Supply network:
Pins as bars on the die edge.
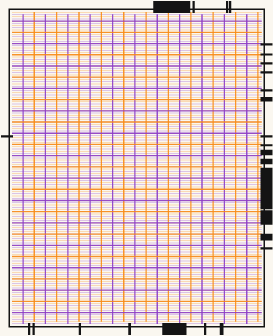
Placed cells, one color a class:
Scale bar: 100 µm.
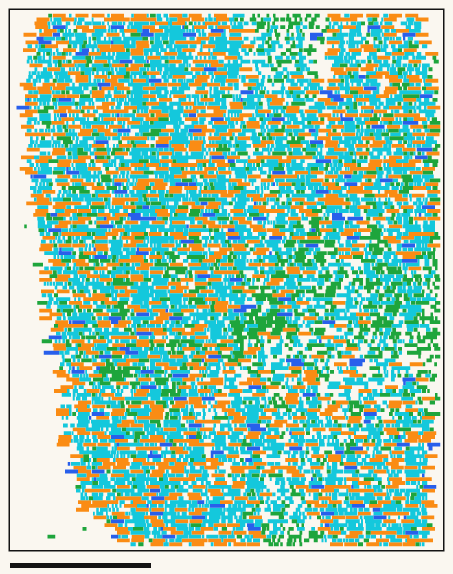
Clock wires, drivers and flops:
Scale bar: 100 µm.
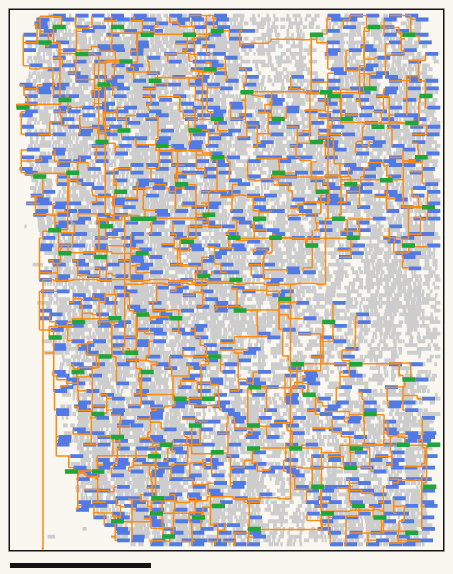
Design regfile_mp, sky130hd; sources not shown.
==> impl_metrics.env <==
# physical design summary
export IMPL_drive_gt1_frac=0.3093
export IMPL_slew_headroom=0.3093
export IMPL_yosysTopAreaCell="dfrtp_1"
export IMPL_arrival_ns=2.69
export IMPL_nonClkBufAreaFrac=0.1614
export IMPL_rsz0062_at_grt="yes"
export IMPL_place_inst=8604
export IMPL_use_met1=0.5996
export IMPL_tapCellCount=1480
export IMPL_max_cap_violations=0
export IMPL_leakage_nw=37.18
export IMPL_drcViolationCount=0
export IMPL_seq_cells=1023
export IMPL_cp_buffers_inverters=1
export IMPL_grt_busiest_layer="met2"
export IMPL_topCombFamilyByArea="multiplexers"
export IMPL_globalRouteTotalUtil=0.4741
export IMPL_seq_area_um2=25600
export IMPL_setup_slack_ns=-0.6884
export IMPL_setup_viol=66
export IMPL_status="complete, but fails checks"
export IMPL_cts_reportedPaths_clkPinSlew_ns=0.06
export IMPL_buffers=1280
export IMPL_cp_slowest_stage_delay_ns=0.56
export IMPL_cp_slowest_cell="mux4_2"
export IMPL_fp_util=0.5728
export IMPL_ys_seq_frac=0.3899
export IMPL_stdcell_count=8889
export IMPL_max_clock_freq_ghz=0.3136
export IMPL_routed_wirelength_um=284100
export IMPL_most_common_cell="dfrtp_1"
export IMPL_seq_cell_share=0.3066
export IMPL_xor_share=0.002668
export IMPL_fp_nets=6863
export IMPL_endpoint_kind="primary output"
export IMPL_synth_area_um2=65650
export IMPL_mux_area_frac=0.2786
export IMPL_switching_share=0.3343
export IMPL_gp_congestion=1.016
export IMPL_post_drt_wl_per_cell_um=31.96
export IMPL_async_flop_share=1.000
export IMPL_violations="negative setup slack"
About 'supply network':
VSS -> purple
VDD -> orange
rows = 139
met1 rails = 140
Peak VDD IR: 0.0007024 V
Die Wd: 307.6 µm
Placeable Area: 114600 µm²
Die Y: 383.4 µm

About 'placed cells, one color a class':
clock drivers and dummy loads -> blue  # cells 203
registers -> orange  # cells 1023
remaining logic cells -> cyan  # cells 4899
remaining buffers and delay cells -> green  # cells 1280
site row count: 139
final instance area: 83490 µm²

About 'clock wires, drivers and flops':
clock wires -> orange  # length 14000 µm
flip-flops -> blue  # count 1023
clock-net drivers -> green  # count 109
routed clock nets = 110
part of the power in the clock network: 0.285
clock latency on the worst-skew pair: 0.73 ns
P_clk: 0.0177 W
clock skew: 0 ns

Power figures rest on the tool's default switching activity, not on a simulated workload.
